### src/rtl/pipe_pkg.sv
// rtl/pipe_pkg.sv - shared pipeline constants and redirect FSM state type
package pipe_pkg;
  localparam int SEL_W = 2;
  localparam logic [SEL_W-1:0] NPC_SEQ = 2'b00;

  typedef enum logic {
    IDLE = 1'b0,
    HOLD = 1'b1
  } redir_state_t;
endpackage

### src/rtl/sat_counter.sv
// rtl/sat_counter.sv - saturating up-counter with synchronous active-high reset
module sat_counter #(
  parameter int W = 32
) (
  input  logic         clk,
  input  logic         rst,
  input  logic         inc,
  output logic [W-1:0] q
);
  logic [W-1:0] q_q, q_d;

  always_comb begin
    q_d = q_q;
    if (inc && !(&q_q)) begin
      q_d = q_q + W'(1);
    end
  end

  always_ff @(posedge clk) begin
    if (rst) begin
      q_q <= '0;
    end else begin
      q_q <= q_d;
    end
  end

  assign q = q_q;
endmodule

### src/rtl/pipe_redirect_ctrl.sv
// rtl/pipe_redirect_ctrl.sv - EX-stage branch redirect/flush controller with stall hold and stats
module pipe_redirect_ctrl
  import pipe_pkg::*;
#(
  parameter int XLEN    = 32,
  parameter int N_FLUSH = 2,
  parameter int REG_OUT = 0,
  parameter int CNT_W   = 32
) (
  input  logic               clk,
  input  logic               rst,
  input  logic               en,
  input  logic               stall,
  input  logic               br_valid,
  input  logic [SEL_W-1:0]   br_sel,
  input  logic [XLEN-1:0]    br_pred_pc,
  input  logic [XLEN-1:0]    br_npc,
  output logic               redirect_valid,
  output logic [XLEN-1:0]    redirect_pc,
  output logic [N_FLUSH-1:0] flush_vec,
  output logic               pending,
  output logic [CNT_W-1:0]   branch_cnt,
  output logic [CNT_W-1:0]   mispredict_cnt
);
  redir_state_t    state_q, state_d;
  logic [XLEN-1:0] tgt_q, tgt_d;
  logic            mis;
  logic            issue;
  logic [XLEN-1:0] issue_pc;
  logic            branch_inc;

  assign mis        = en & br_valid & (br_sel != NPC_SEQ) & (br_pred_pc != br_npc);
  assign branch_inc = en & br_valid & (br_sel != NPC_SEQ) & !stall;

  always_ff @(posedge clk) begin
    if (rst) begin
      state_q <= IDLE;
      tgt_q   <= '0;
    end else begin
      state_q <= state_d;
      tgt_q   <= tgt_d;
    end
  end

  // HOLD ignores EX entirely: the frozen instruction must not be detected twice.
  always_comb begin
    state_d  = state_q;
    tgt_d    = tgt_q;
    issue    = 1'b0;
    issue_pc = '0;
    case (state_q)
      IDLE: begin
        if (mis) begin
          if (stall) begin
            state_d = HOLD;
            tgt_d   = br_npc;
          end else begin
            issue    = 1'b1;
            issue_pc = br_npc;
          end
        end
      end
      HOLD: begin
        if (!stall) begin
          issue    = 1'b1;
          issue_pc = tgt_q;
          state_d  = IDLE;
        end
      end
      default: state_d = IDLE;
    endcase
    if (rst) begin
      issue    = 1'b0;
      issue_pc = '0;
    end
  end

  generate
    if (REG_OUT != 0) begin : g_reg_out
      logic            rv_q;
      logic [XLEN-1:0] pc_q;

      always_ff @(posedge clk) begin
        if (rst) begin
          rv_q <= 1'b0;
          pc_q <= '0;
        end else begin
          rv_q <= issue;
          pc_q <= issue_pc;
        end
      end

      // Registered pulse is masked while rst is held so outputs read 0 during reset.
      assign redirect_valid = rv_q & !rst;
      assign redirect_pc    = rst ? '0 : pc_q;
    end else begin : g_comb_out
      assign redirect_valid = issue;
      assign redirect_pc    = issue_pc;
    end
  endgenerate

  assign flush_vec = {N_FLUSH{redirect_valid}};
  assign pending   = (state_q == HOLD) & !rst;

  sat_counter #(.W(CNT_W)) u_branch_cnt (
    .clk (clk),
    .rst (rst),
    .inc (branch_inc),
    .q   (branch_cnt)
  );

  sat_counter #(.W(CNT_W)) u_mispredict_cnt (
    .clk (clk),
    .rst (rst),
    .inc (issue),
    .q   (mispredict_cnt)
  );
endmodule

### config.mk
export PLATFORM = sky130hd
export DESIGN_NAME = pipe_redirect_ctrl
export DESIGN_NICKNAME = d
export VERILOG_FILES = /design/src/rtl/pipe_pkg.sv /design/src/rtl/sat_counter.sv /design/src/rtl/pipe_redirect_ctrl.sv
export SDC_FILE = /design/constraint.sdc
export NUM_CORES = 1
export LEC_CHECK = 0
export CAP_MARGIN = 20
export CORE_MARGIN = 2
export CORE_UTILIZATION = 49
export CTS_BUF_LIST = sky130_fd_sc_hd__clkbuf_8 sky130_fd_sc_hd__clkbuf_16
export CTS_CLUSTER_DIAMETER = 50
export DETAILED_ROUTE_END_ITERATION = 12
export PLACE_DENSITY = 0.85
export SYNTH_ARGS = -nofsm -noshare
export SYNTH_HDL_FRONTEND = slang
export SYNTH_SLANG_ARGS = --single-unit
### constraint.sdc
create_clock -name clk -period 8 [get_ports clk]
set_input_delay 1.6 -clock clk [delete_from_list [all_inputs] [get_ports clk]]
set_output_delay 1.6 -clock clk [all_outputs]
set_load 0.05 [all_outputs]
==> reports/qor.yml <==
ff_type: "dfxtp_1"
relSlewSlack_pct: 34.6
fp.dieH_microns: 107
ys_top_logic_family: "simple AND/OR/NAND/NOR gates"
drv_cap: 0
finalPower_mw: 0.974
synth.largest_area_cell: "dfxtp_1"
synth_area_sq_um: 5220
hold_viol: 0
synth_top_cell_by_count: "nor2_1"
antenna_found_initial: 0
buf_share_pct: 24.2
die-area_sq_um: 11500
gp_routability_congestion: 0.832
synth_nets: 678
design_area_sq_um: 7200
synth-xor-area-share_pct: 9.40
edf_count: 0
seq_power_share_pct: 50.6
slew_viol_final: 0
via_per_inst: 5.72
rsz0062_at_grt: "no"
drt-initial-drc-count: 253
skew_ns: 0.0150
grt_pass1_vias: 4960
p_sw_share_pct: 25.2
area_growth_syn_to_layout_pct: 38.0
cts_hold_buf: 0
seq_cell_power_mw: 0.493
synthArstFlopShare_pct: 0
tap_cells: 136
synth_cells: 605
vdd_drop_max_v: 0.000110
post-place-ws_ns: 1.60
drive_gt1_share_pct: 5.65
tool_warnings: 26
dr.pass1.iters: 5
met3_usage_pct: 6.08
simple_gate_share_pct: 26.1
leakagePower_nw: 2.54
place_area_sq_um: 6960
grt_usage_pct: 25.9
setup_violations: 0
finalSetupTns_ns: 0
cts_root_buf: "clkbuf_8"
clock_path_buffers: 2
yosys-stat-area_sq_um: 5220
power_density_nw_per_um2: 135
syn_avg_cell_area_sq_um: 8.63
cp_max_fo: 34
cts_tree: "yes"
drcViolationCount: 0
overflow: 0
hold_path.class: "reg2reg"
top_layer_used: "met4"
clkLatencyLatePin_ns: 0.36
cts_resized: 0
seq_area_sq_um: 1940
ys_warn_count: 0
comb.multi_input.count: 465
rows: 37
fillCellCount: 778
outcome: "completed"
inverters: 9
mux_area_share_pct: 13.5
grt_pass1_wl_microns: 24000
synthTopCellsByArea: "dfxtp_1 (37%), mux2i_1 (12%), nor2_1 (7.7%)"
fa_ha_area_share_pct: 0.479
detail-route-antenna-nets: 0
synthTopCellsByCount: "nor2_1 (107), dfxtp_1 (97), mux2i_1 (65)"
combGateArea_sq_um: 3090
wl_microns: 14900
[critical path: stages]
cell and delay, ns:
clkdlybuf4s50_1 0.47, xnor2_1 0.25, nand4_1 0.16, nor4_1 0.46, a21oi_2 0.20, o211ai_4 0.76, inv_1 0.16, clkdlybuf4s50_1 0.75
[path summary, 6_finish.rpt]
check / from / end / slack (ns) / cells after the start
worst max-delay path: br_npc[11] / flush_vec[1] / 1.57 / 8
worst min register to register: tgt_q[10] / tgt_q[10] / 0.50 / 2
worst max register to register: u_mispredict_cnt.q[11] / u_mispredict_cnt.q[21] / 5.39 / 7
worst min-delay path: tgt_q[10] / tgt_q[10] / 0.50 / 2
[state kept, by name (all words and copies together), names as in the netlist]
name                count
u_branch_cnt.q         32
u_mispredict_cnt.q     32
state_q                 1
tgt_q                  32
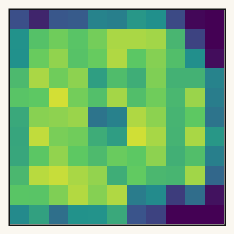
Fig. 1. Cell area per tile.
Drawn at 2 px/micron. 11 x 11 tiles, from dark purple (low) to yellow (high), 0 to 100% covered.
- nearly empty tiles: 5.0%
- tiles over 75% full: 36%
- fullest tile: 93%
- densest ninth of the die: west
- mean over tiles: 61%
floorplan utilization: 50.6%
final core occ: 69.8%
core area: 10300 sq um

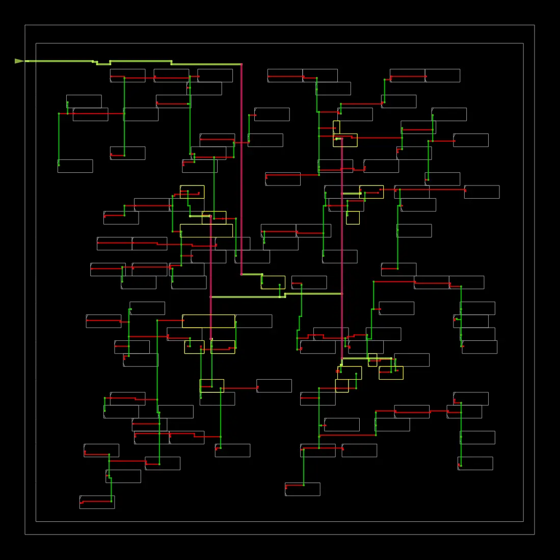
Fig. 2. Clock wiring as the flow saved it.
Flops: 97
TritonCTS buffer count: 9
clock buffers: 9
clock sink count: 97
Clk power: 0.352 mW

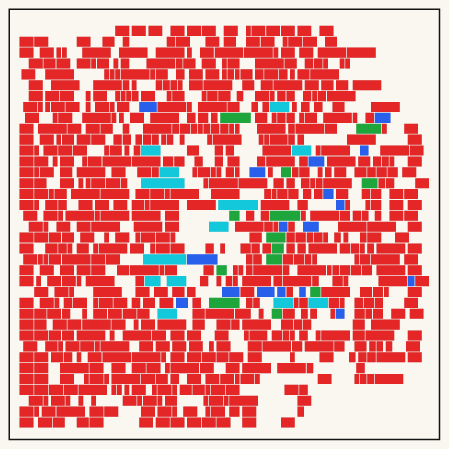
Fig. 3. Cells by drive strength.
Drawn at 4 px/micron.
- green: _3 and _4 cells (cells 13; share 1.7%)
- cyan: _6 and larger (cells 13; share 1.7%)
- red: _0 and _1 cells (cells 718; share 94%)
- blue: _2 cells (cells 17; share 2.2%)

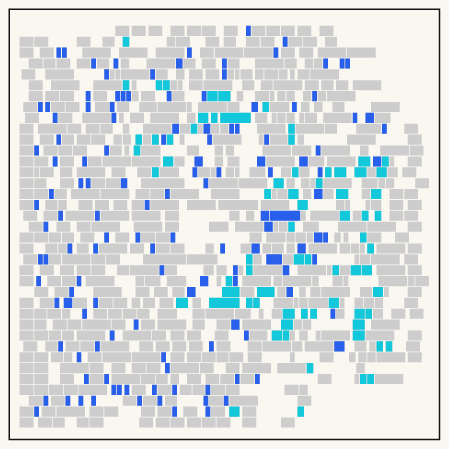
Fig. 4. Logic cells by family.
Drawn at 4 px/micron.
- cyan: aoi and oai cells (cells 72; most used a21oi_1)
- blue: nor cells (cells 132; most used nor2_1; where all over the die)

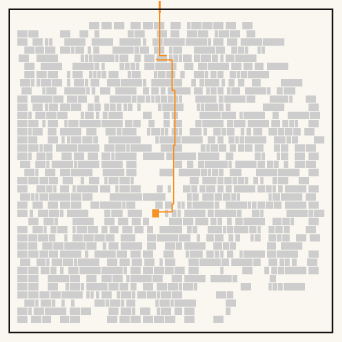
Fig. 5. Wires at chosen ports, followed through buffers.
Drawn at 3 px/micron.
- orange: pending (bits 1; direction output; edge north; end cells 1; wire 79.8 microns)
Ports: 171
IO buf count: 170

Power is estimated from default activity; no workload was simulated.
